==> src/rtl/fifo_ram_ctrl.sv <==
// Show-ahead FIFO controller driving an external simple dual-port RAM with
// 1-cycle registered read latency; a 2-entry prefetch (output + skid) hides it.
module fifo_ram_ctrl #(
   parameter int unsigned DWIDTH = 8,
   parameter int unsigned AWIDTH = 3,
   parameter int unsigned AFULL  = 6,
   parameter int unsigned AEMPTY = 2
) (
   input  logic              clk_i,
   input  logic              srst_i,
   input  logic              wrreq_i,
   input  logic [DWIDTH-1:0] data_i,
   input  logic              rdreq_i,
   output logic [DWIDTH-1:0] q_o,
   output logic              empty_o,
   output logic              full_o,
   output logic [AWIDTH:0]   usedw_o,
   output logic              almost_full_o,
   output logic              almost_empty_o,
   output logic              ram_wr_en_o,
   output logic [AWIDTH-1:0] ram_wr_addr_o,
   output logic [DWIDTH-1:0] ram_wr_data_o,
   output logic              ram_rd_en_o,
   output logic [AWIDTH-1:0] ram_rd_addr_o,
   input  logic [DWIDTH-1:0] ram_rd_data_i
);

   localparam int unsigned DEPTH = 1 << AWIDTH;
   localparam int unsigned CW    = AWIDTH + 1;

   logic [AWIDTH-1:0] wr_ptr, rd_ptr;
   logic [CW-1:0]     ram_cnt, usedw_q;
   logic [CW-1:0]     ram_cnt_n, usedw_n;
   logic              out_v, skid_v, inflight;
   logic              out_v_n, skid_v_n;
   logic [DWIDTH-1:0] q_q, skid_q, q_n, skid_n;
   logic              wr_acc, rd_acc, fetch;
   logic [1:0]        occ_after;

   // Accepts use registered flags; reset blocks any RAM access in its cycle.
   assign wr_acc    = wrreq_i & ~full_o & ~srst_i;
   assign rd_acc    = rdreq_i & out_v;
   assign occ_after = 2'(out_v) + 2'(skid_v) + 2'(inflight) - 2'(rd_acc);
   assign fetch     = (ram_cnt != '0) && (occ_after < 2'd2) && !srst_i;

   assign ram_wr_en_o   = wr_acc;
   assign ram_wr_addr_o = wr_ptr;
   assign ram_wr_data_o = data_i;
   assign ram_rd_en_o   = fetch;
   assign ram_rd_addr_o = rd_ptr;

   assign q_o     = q_q;
   assign empty_o = ~out_v;
   assign usedw_o = usedw_q;

   assign ram_cnt_n = ram_cnt + CW'(wr_acc) - CW'(fetch);
   assign usedw_n   = usedw_q + CW'(wr_acc) - CW'(rd_acc);

   // Prefetch buffer: landing word goes to the output register when it is
   // free (or being popped) and the skid is empty, otherwise to the skid.
   always_comb begin
      out_v_n  = out_v;
      skid_v_n = skid_v;
      q_n      = q_q;
      skid_n   = skid_q;
      if (rd_acc) begin
         if (skid_v) begin
            q_n = skid_q;
            if (inflight) skid_n = ram_rd_data_i;
            else          skid_v_n = 1'b0;
         end else if (inflight) begin
            q_n = ram_rd_data_i;
         end else begin
            out_v_n = 1'b0;
         end
      end else if (inflight) begin
         if (!out_v) begin
            q_n     = ram_rd_data_i;
            out_v_n = 1'b1;
         end else begin
            skid_n   = ram_rd_data_i;
            skid_v_n = 1'b1;
         end
      end
   end

   always_ff @(posedge clk_i) begin
      if (srst_i) begin
         wr_ptr         <= '0;
         rd_ptr         <= '0;
         ram_cnt        <= '0;
         usedw_q        <= '0;
         out_v          <= 1'b0;
         skid_v         <= 1'b0;
         inflight       <= 1'b0;
         q_q            <= '0;
         skid_q         <= '0;
         full_o         <= 1'b0;
         almost_full_o  <= 1'b0;
         almost_empty_o <= 1'b1;
      end else begin
         if (wr_acc) wr_ptr <= wr_ptr + AWIDTH'(1);
         if (fetch)  rd_ptr <= rd_ptr + AWIDTH'(1);
         ram_cnt        <= ram_cnt_n;
         usedw_q        <= usedw_n;
         out_v          <= out_v_n;
         skid_v         <= skid_v_n;
         inflight       <= fetch;
         q_q            <= q_n;
         skid_q         <= skid_n;
         full_o         <= (usedw_n == CW'(DEPTH));
         almost_full_o  <= (usedw_n >= CW'(AFULL));
         almost_empty_o <= (usedw_n <  CW'(AEMPTY));
      end
   end

endmodule
==> config.mk <==
export PLATFORM = sky130hd
export DESIGN_NAME = fifo_ram_ctrl
export DESIGN_NICKNAME = d
export VERILOG_FILES = /design/src/rtl/fifo_ram_ctrl.sv
export SDC_FILE = /design/constraint.sdc
export NUM_CORES = 1
export LEC_CHECK = 0
export CORE_UTILIZATION = 42
export DETAILED_ROUTE_END_ITERATION = 10
export PLACE_DENSITY = 0.75
export SLEW_MARGIN = 10
export SYNTH_ARGS = -nofsm -noshare
export SYNTH_HDL_FRONTEND = slang
export SYNTH_SLANG_ARGS = --single-unit
export TNS_END_PERCENT = 10
==> constraint.sdc <==
create_clock -name clk_i -period 3.8 [get_ports clk_i]
set_clock_uncertainty 0.2 [all_clocks]
set_input_delay 1.14 -clock clk_i [delete_from_list [all_inputs] [get_ports clk_i]]
set_output_delay 1.14 -clock clk_i [all_outputs]
set_load 0.03 [all_outputs]
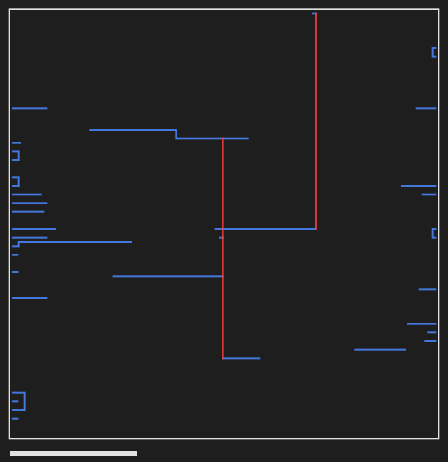
*Signal wires by layer, run 1*
Scale bar: 20 microns. Two of the layers only.
legend:
  metal 4:
    colour: red
    wire_length: 68.7 microns
  metal 3:
    colour: blue
    wire_length: 171 microns
DR vias: 1,315
WL/cell: 12.0 microns
GRT Total Usage: 15.8%

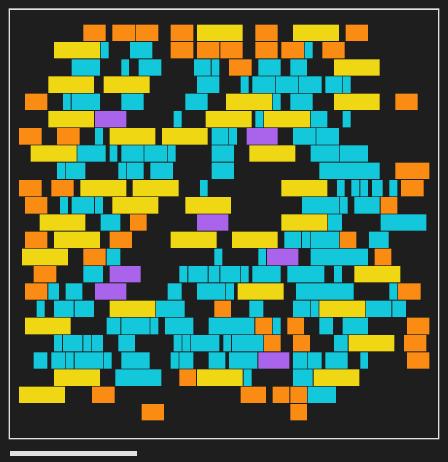
*Cell classes on the final placement, run 1*
Scale bar: 20 microns.
legend:
  sequential cells:
    colour: yellow
    cells: 36
    share_of_their_area: 31%
  remaining buffers and delay cells:
    colour: orange
    cells: 47
    share_of_their_area: 19%
  clock drivers and dummy loads:
    colour: purple
    cells: 7
    share_of_their_area: 4.2%
  combinational and other logic:
    colour: cyan
    cells: 132
    share_of_their_area: 46%
post-route design area: 2380 sq um
row count: 23
Final Util: 58.6%
Core Area: 4060 sq um
Seq/total area: 30.3%

==> Changelog: implementation, run 1 <==
### Metrics

- YS chip area: 1800 sq um
- Area leader, netlist: dfxtp_1
- Flop count: 36
- Final wirelength: 3270 microns
- Routed met3 length: 170 microns
- Buffers on Ports: 35
- Synth Area in Adders: 12.6%
- Dpl cell area: 2220 sq um
- CTS Buffer Depth: 2
- Most common logic cell in the routed design: dfxtp_1
- #MultiIn Comb: 114
- Top delay family on crit path: adder cells
- Final hold vios: 0
- Syn Inst Count: 182
- Pwr Density: 776 nW/um^2
- CP Capture Point: ram_rd_en_o
- Top cells by area: dfxtp_1 (40%), ha_1 (10%), mux2i_1 (10%)
- Pwr top: combinational cells
- Crit path DRT: 2.46 ns
- Power share of the sequential group: 30.3%
- Dpl cells: 260
- Flop2flop setup slack: 0.64 ns
- Post-synth EDFFs: 0
- Register-to-Register Path Depth: 15
- RSZ-0062 raised after global routing: true
- Setup WS pre-CTS: -0.586 ns
- Metal2 WL: 1520 microns
- Comb area leader: adder cells
- CTS resizes: 10
- Tool Warnings: 29
- Reg-to-reg critical path endpoint: ram_cnt[2]$_SDFF_PP0_
- Invs w/o clock: 18
- Yosys stat cell total: 182
- Diode count: 0
- Mapped cell area: 1800 sq um
- Final-layout clock buffer total: 7
- Highest metal used: met4
- Int Power: 1.14 mW
- Sw frac: 38.3%
- Levels on crit path: 11
- Clk tree area frac: 4.05%
- Max IR drop VDD: 0.415 mV
- Remaining DRCs: 0
- Die X: 67.5 microns
- Grt ovf: 0
- TritonCTS Buffers: 5
- Dpl hpwl: 2260 microns
- Count leader, synth: dfxtp_1
- Setup TNS: -0.0929 ns
- MUX share of area: 11.2%
- Design Power: 1.84 mW
- Comb pwr: 992 uW
- Startpoint Class: input port
- # fillers: 367
- Top FF cell, synth: dfxtp_1
- Critical path, cell by cell: buf_8 > nand2_8 > inv_6 > ha_4 > inv_2 > ha_4 > a21oi_4 > xnor2_2 > a21oi_2 > nor2b_4 > buf_6
- Mean Syn Cell Area: 9.91 sq um
- Post-DRT Antenna Nets: 0
- Clock transition at path regs: 0.06 ns
- Hold_sp: skid_q[6]$_SDFFE_PP0P_
- Cts hold-fix bufs: 0
- Drt pass-1 iters: 4
- Commonest cells after routing, fill and taps aside: dfxtp_1 (36), clkdlybuf4s50_1 (32), nor2_1 (28)
- Slew HR: 51.2%
- Flops out of synthesis: 36
- Nonclk buf count: 47
- Combinational share of cell area: 41.3%
- Max Clock Freq: 257 MHz
- Logic area: 982 sq um
- Lkg Pwr: 1.09 nW
- Top cells by count, synth: dfxtp_1 (36), nor2_1 (28), mux2i_1 (18)
- Critical-path maximum fanout: 2
- Outcome: finished with violations
- Crit-path max cell delay: 0.26 ns
- Layout Cells excl Fill: 272
- Floorplan Utilization: 44.5%
- Worst hold path cell count: 2
- Clock share of power: 15.9%
- Layout cells sized above 1: 18.5%
- Worst Tran Pin Value: 0.733 ns
- Distinct cells, synth: 28
- Initial antenna violation count: 0
- IO Pins: 52
- Die ar.: 4560 sq um
- Buffering overhead: 18.7%
- Failing checks: setup timing
- Post-route setup slack: -0.0929 ns
- Max-area cell share: 39.9%
- WS Path Type: in2out
- Yosys xor share: 3.88%
- Via-to-Cell Ratio: 4.83
- Post-synthesis simple-gate area fraction: 12.6%
- Post-Syn Nets: 219
- Cycle use final: 102%
- End of the worst hold path: skid_q[6]$_SDFFE_PP0P_
- Logic pwr share: 53.8%
- Seq share, synth: 39.9%
- Tap cells: 50
- Routability cong.: 0.708
- Worst Setup SP: rdreq_i
- Clock sinks: 36
- Layout area overhead: 31.8%
- Hold Crit Class: reg2reg
- Max Cap Viol: 0
- Pin count of the biggest net entering global routing: 40
- Buf/Inv on CP: 4
- Nets: 259
- Chip height: 67.5 microns
- WP data arrival: 2.55 ns
- NetSw: 706 uW
- Clock network power: 294 uW
- DR iter-0 viols: 38
- Max Slew Vio Count: 0
- H-tree level count: 2
- Count of final setup violators: 1
- Clk latency late pin: 0.29 ns
- M1 WL: 1510 microns
- Post-synthesis async set-or-reset flop share: 0%
- Hold_ws: 0.300 ns
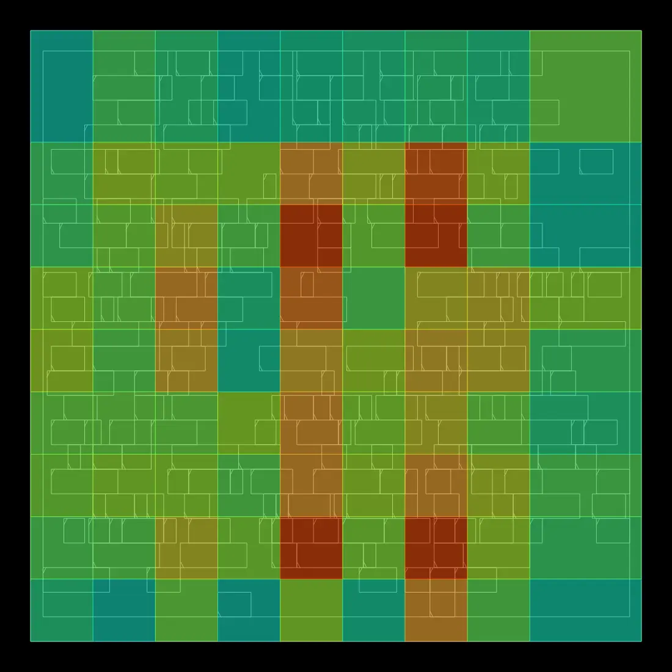
*Routing congestion map, run 1*
Most Crowded Layer GR: met2
M1 GR Usage: 18.8%
GR Layer Usage met3: 5.07%
M2 GR Usage: 25.2%

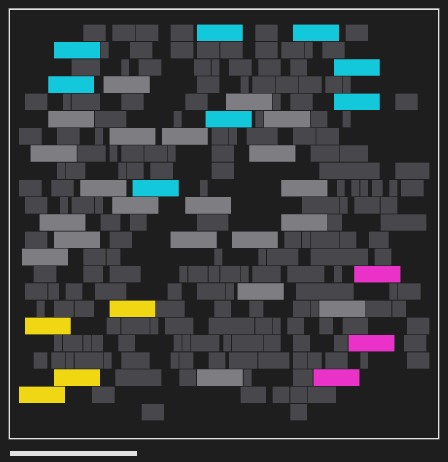
*Sequential cells coloured by netlist name, run 1*
Scale bar: 20 microns. Other sequential cells in the stronger grey, the rest of the logic in the fainter grey.
legend:
  usedw_o:
    colour: yellow
    sequential_cells: 4
    where: lower left
  ram_rd_addr_o:
    colour: magenta
    sequential_cells: 3
  q_o:
    colour: cyan
    sequential_cells: 8
Sequential Power: 559 uW
Reg area: 721 sq um

### Gate-type map, run 1

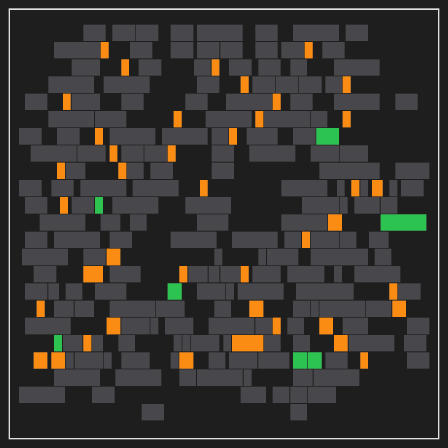

==> inputs of run 2 (changes only) <==
--- a/config.mk
+++ b/config.mk
@@ -5,9 +5,10 @@
 export SDC_FILE = /design/constraint.sdc
 export NUM_CORES = 1
 export LEC_CHECK = 0
-export CORE_UTILIZATION = 42
+export CORE_UTILIZATION = 44
+export CTS_BUF_LIST = sky130_fd_sc_hd__clkbuf_8
 export DETAILED_ROUTE_END_ITERATION = 10
-export PLACE_DENSITY = 0.75
+export PLACE_DENSITY = 0.78
 export SLEW_MARGIN = 10
 export SYNTH_ARGS = -nofsm -noshare
 export SYNTH_HDL_FRONTEND = slang
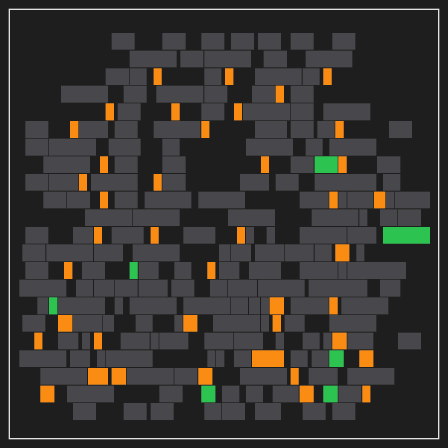
*Gate-type map, run 2*
legend:
  nor cells:
    colour: orange
    cells: 41
    where: all over the die
  nand cells:
    colour: green
    cells: 7
combinational share of cell area: 42.1%
most common logic cell in the routed design: dfxtp_1

==> run 2 against run 1 <==
The flow still finishes with violations (setup timing). Cell count down 1.8%. Worst setup slack better by 0.019 ns. Sequential share of layout area up 0.57 points. Critical path type unchanged.
==> Changelog: implementation, run 2 <==
### Metrics

- Outcome: finished with violations
- Failing checks: setup timing
- Power share of the sequential group: 32.0%
- WP data arrival: 2.53 ns
- Layout cells sized above 1: 16.9%
- Int Power: 1.05 mW
- Final Util: 61.5%
- Setup TNS: -0.0739 ns
- Max Slew Vio Count: 0
- Mean Syn Cell Area: 9.91 sq um
- Dpl cells: 258
- Design Power: 1.74 mW
- Top delay family on crit path: adder cells
- Cycle use final: 102%
- Clk latency late pin: 0.28 ns
- CTS Buffer Depth: 2
- Seq share, synth: 39.9%
- GR Layer Usage met3: 2.59%
- Seq/total area: 30.9%
- Crit path DRT: 2.46 ns
- YS chip area: 1800 sq um
- Top cells by area: dfxtp_1 (40%), ha_1 (10%), mux2i_1 (10%)
- TritonCTS Buffers: 5
- Clk tree area frac: 3.32%
- Metal2 WL: 1450 microns
- Post-route setup slack: -0.0739 ns
- Final wirelength: 3070 microns
- Clock network power: 245 uW
- Count of final setup violators: 1
- Flop2flop setup slack: 0.53 ns
- GRT Total Usage: 16.3%
- Tap cells: 48
- Critical path, cell by cell: buf_8 > nand2_8 > inv_6 > ha_4 > inv_2 > ha_4 > a21oi_4 > xnor2_2 > a21oi_2 > nor2b_4 > buf_6
- Most Crowded Layer GR: met2
- Nonclk buf count: 44
- Drt pass-1 iters: 2
- Register-to-Register Path Depth: 16
- Pwr Density: 747 nW/um^2
- Post-route design area: 2330 sq um
- DR iter-0 viols: 38
- Synth Area in Adders: 12.6%
- Dpl cell area: 2220 sq um
- Chip height: 66.0 microns
- M1 GR Usage: 19.5%
- Diode count: 0
- Max IR drop VDD: 0.474 mV
- Hold_ws: 0.297 ns
- Worst hold path cell count: 2
- Final-layout clock buffer total: 5
- Invs w/o clock: 18
- Critical-path maximum fanout: 2
- Logic pwr share: 54.0%
- Syn Inst Count: 182
- Comb pwr: 941 uW
- Remaining DRCs: 0
- Clock sinks: 36
- Slew HR: 52.8%
- Flops out of synthesis: 36
- Logic area: 982 sq um
- Floorplan Utilization: 47.5%
### Routing congestion map, run 2

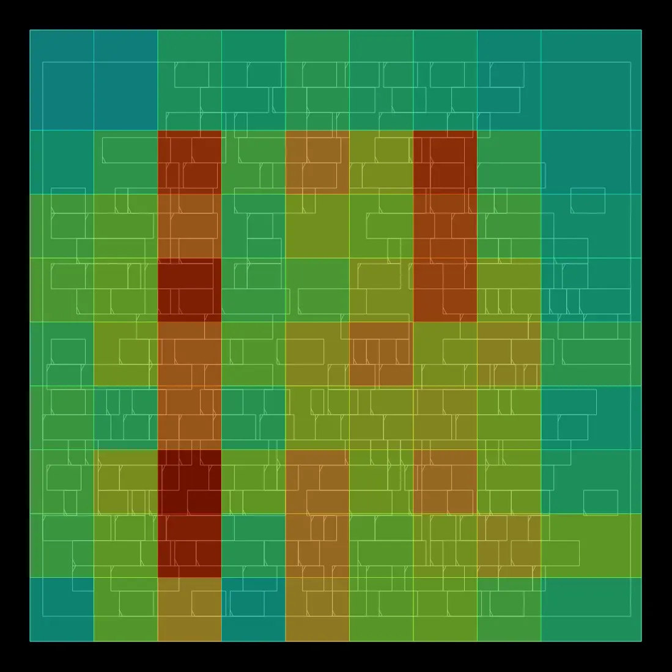

==> inputs of run 3 (changes only) <==
--- a/config.mk
+++ b/config.mk
@@ -5,10 +5,11 @@
 export SDC_FILE = /design/constraint.sdc
 export NUM_CORES = 1
 export LEC_CHECK = 0
-export CORE_UTILIZATION = 44
+export CORE_UTILIZATION = 53
 export CTS_BUF_LIST = sky130_fd_sc_hd__clkbuf_8
 export DETAILED_ROUTE_END_ITERATION = 10
-export PLACE_DENSITY = 0.78
+export MAX_ROUTING_LAYER = met4
+export PLACE_DENSITY = 0.88
 export SLEW_MARGIN = 10
 export SYNTH_ARGS = -nofsm -noshare
 export SYNTH_HDL_FRONTEND = slang
==> constraint.sdc (replaced) <==
create_clock -name clk_i -period 4.94 [get_ports clk_i]
set_clock_uncertainty 0.2 [all_clocks]
set_input_delay 1.482 -clock clk_i [delete_from_list [all_inputs] [get_ports clk_i]]
set_output_delay 1.482 -clock clk_i [all_outputs]
set_load 0.03 [all_outputs]
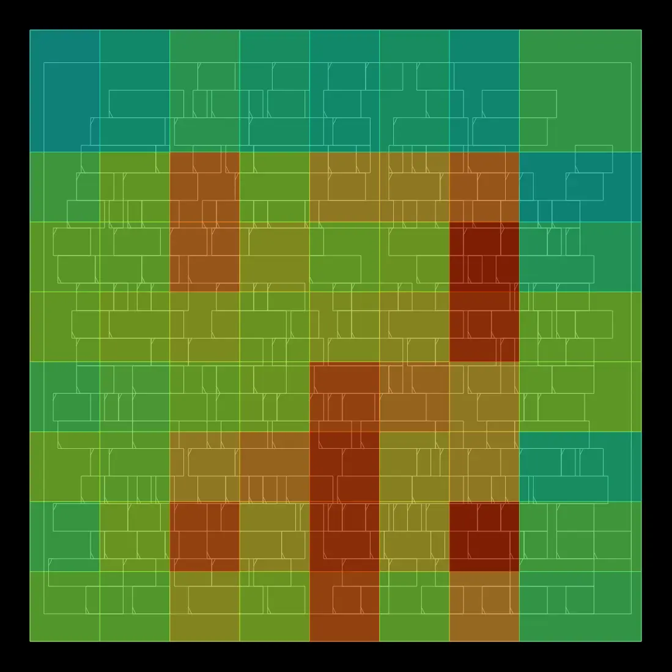
*Routing congestion map, run 3*
WL/cell: 13.2 microns
M1 GR Usage: 22.1%
GR Layer Usage met3: 5.33%

==> run 3 against run 2 <==
The run now ends clean. Synthesized cell count unchanged. Utilization is 11 points higher. Global-route usage rose by 6.1 points. Worst setup slack better by 0.18 ns. Flip-flop count unchanged. Sequential share of layout area rose by 0.57 points. Critical endpoint unchanged.
==> Changelog: implementation, run 3 <==
### Metrics

- Logic pwr share: 53.8%
- Buffering overhead: 18.4%
- Worst Setup SP: rdreq_i
- WS Path Type: in2out
- M1 WL: 1420 microns
- Buffers on Ports: 35
- TritonCTS clock tree: yes
- Post-synthesis simple-gate area fraction: 12.6%
- Most common logic cell in the routed design: dfxtp_1
- DR vias: 1,353
- Mean Syn Cell Area: 9.91 sq um
- Post-route design area: 2290 sq um
- Max-area cell share: 39.9%
- Row count: 20
- Comb pwr: 733 uW
- Die X: 60.3 microns
- Post-Syn Nets: 219
- Levels on crit path: 11
- Layout cells sized above 1: 15.4%
- Worst Tran Pin Value: 0.740 ns
- WP data arrival: 3.15 ns
- Combinational share of cell area: 40.8%
- Int Power: 825 uW
- Post-DRT Antenna Nets: 0
- IO Pins: 52
- Setup WS pre-CTS: -0.161 ns
- Clk latency late pin: 0.28 ns
- Max Cap Viol: 0
- Routability cong.: 0.745
- Layout area overhead: 27.0%
- Final Util: 72.7%
- Final-layout clock buffer total: 6
- Slew HR: 50.7%
- End of the worst hold path: skid_q[3]$_SDFFE_PP0P_
- Clock sinks: 36
- RSZ-0062 raised after global routing: false
- NetSw: 536 uW
- Remaining DRCs: 0
- Pwr top: combinational cells
- Pin count of the biggest net entering global routing: 23
- Sequential Power: 423 uW
- CP Capture Point: ram_rd_en_o
- Yosys xor share: 3.88%
- Post-synth EDFFs: 0
- Register-to-Register Path Depth: 18
- Post-route setup slack: 0.111 ns
- Top cells by count, synth: dfxtp_1 (36), nor2_1 (28), mux2i_1 (18)
- Flop count: 36
- Top delay family on crit path: adder cells
- Max Slew Vio Count: 0
- Synth Area in Adders: 12.6%
- Yosys stat cell total: 182
- H-tree level count: 2
- Post-synthesis async set-or-reset flop share: 0%
- Max Clock Freq: 207 MHz
- Clock share of power: 15.1%
- Seq share, synth: 39.9%
- Diode count: 0
- TritonCTS Buffers: 5
- Count of final setup violators: 0
- Setup TNS: 0 ns
- Pwr Density: 594 nW/um^2
- Routed met3 length: 134 microns
- Hold Crit Class: reg2reg
- Nets: 257
- Logic area: 936 sq um
- Critical path, cell by cell: dlygate4sd2_1 > nand2_2 > inv_2 > ha_1 > inv_1 > ha_1 > a21oi_2 > xnor2_2 > a21oi_2 > nor2b_4 > buf_6
- Cts hold-fix bufs: 0
- Die ar.: 3640 sq um
- CTS Buffer Depth: 2
- Largest class: multi-input combinational cells
- Clock transition at path regs: 0.07 ns
- Distinct cells, synth: 28
- Area leader, netlist: dfxtp_1
- Chip height: 60.3 microns
- Most Crowded Layer GR: met2
- Sw frac: 39.4%
- Tool Warnings: 27
- Invs w/o clock: 18
- Dpl hpwl: 2560 microns
- Layout Cells excl Fill: 265
- Flops out of synthesis: 36
- Crit path DRT: 3.26 ns
- Design Power: 1.36 mW
- Via-to-Cell Ratio: 5.11
- Critical-path maximum fanout: 2
- Dpl cell area: 2160 sq um
- Grt ovf: 0
- Highest metal used: met4
- Setup crit end kind: output port
- #MultiIn Comb: 114
- Cycle use final: 97.8%
- Core Area: 3150 sq um
- Crit-path max cell delay: 0.27 ns
- # fillers: 248
- Top FF cell, synth: dfxtp_1
- Reg-to-reg critical path endpoint: ram_cnt[3]$_SDFF_PP0_
- DR iter-0 viols: 28
- Flop2flop setup slack: 1.55 ns
- Clock network power: 206 uW
- Drt pass-1 iters: 4
- Comb area leader: adder cells
- YS chip area: 1800 sq um
- Mapped cell area: 1800 sq um
- Metal2 WL: 1880 microns
- Final wirelength: 3500 microns
- GRT Total Usage: 22.3%
- Hold_ws: 0.296 ns
- Worst hold path cell count: 2
- M2 GR Usage: 39.6%
- Syn Inst Count: 182
- Initial antenna violation count: 0
- Top cells by area: dfxtp_1 (40%), ha_1 (10%), mux2i_1 (10%)
- Clk tree area frac: 3.93%
- Power share of the sequential group: 31.1%
- Nonclk buf count: 45
- Max IR drop VDD: 0.421 mV
- Reg area: 721 sq um
- Seq/total area: 31.4%
- Startpoint Class: input port
- Tap cells: 44
- Floorplan Utilization: 57.2%
- CTS resizes: 7
- Hold_sp: skid_q[3]$_SDFFE_PP0P_
- Commonest cells after routing, fill and taps aside: dfxtp_1 (36), clkdlybuf4s50_1 (32), nor2_1 (28)
- Final min period: 4.83 ns
- Buf/Inv on CP: 4
- Dpl cells: 254
- Final hold vios: 0
- MUX share of area: 11.2%
- Outcome: finished clean
- Count leader, synth: dfxtp_1
- Lkg Pwr: 1.08 nW
Power is estimated from default activity; no workload was simulated.
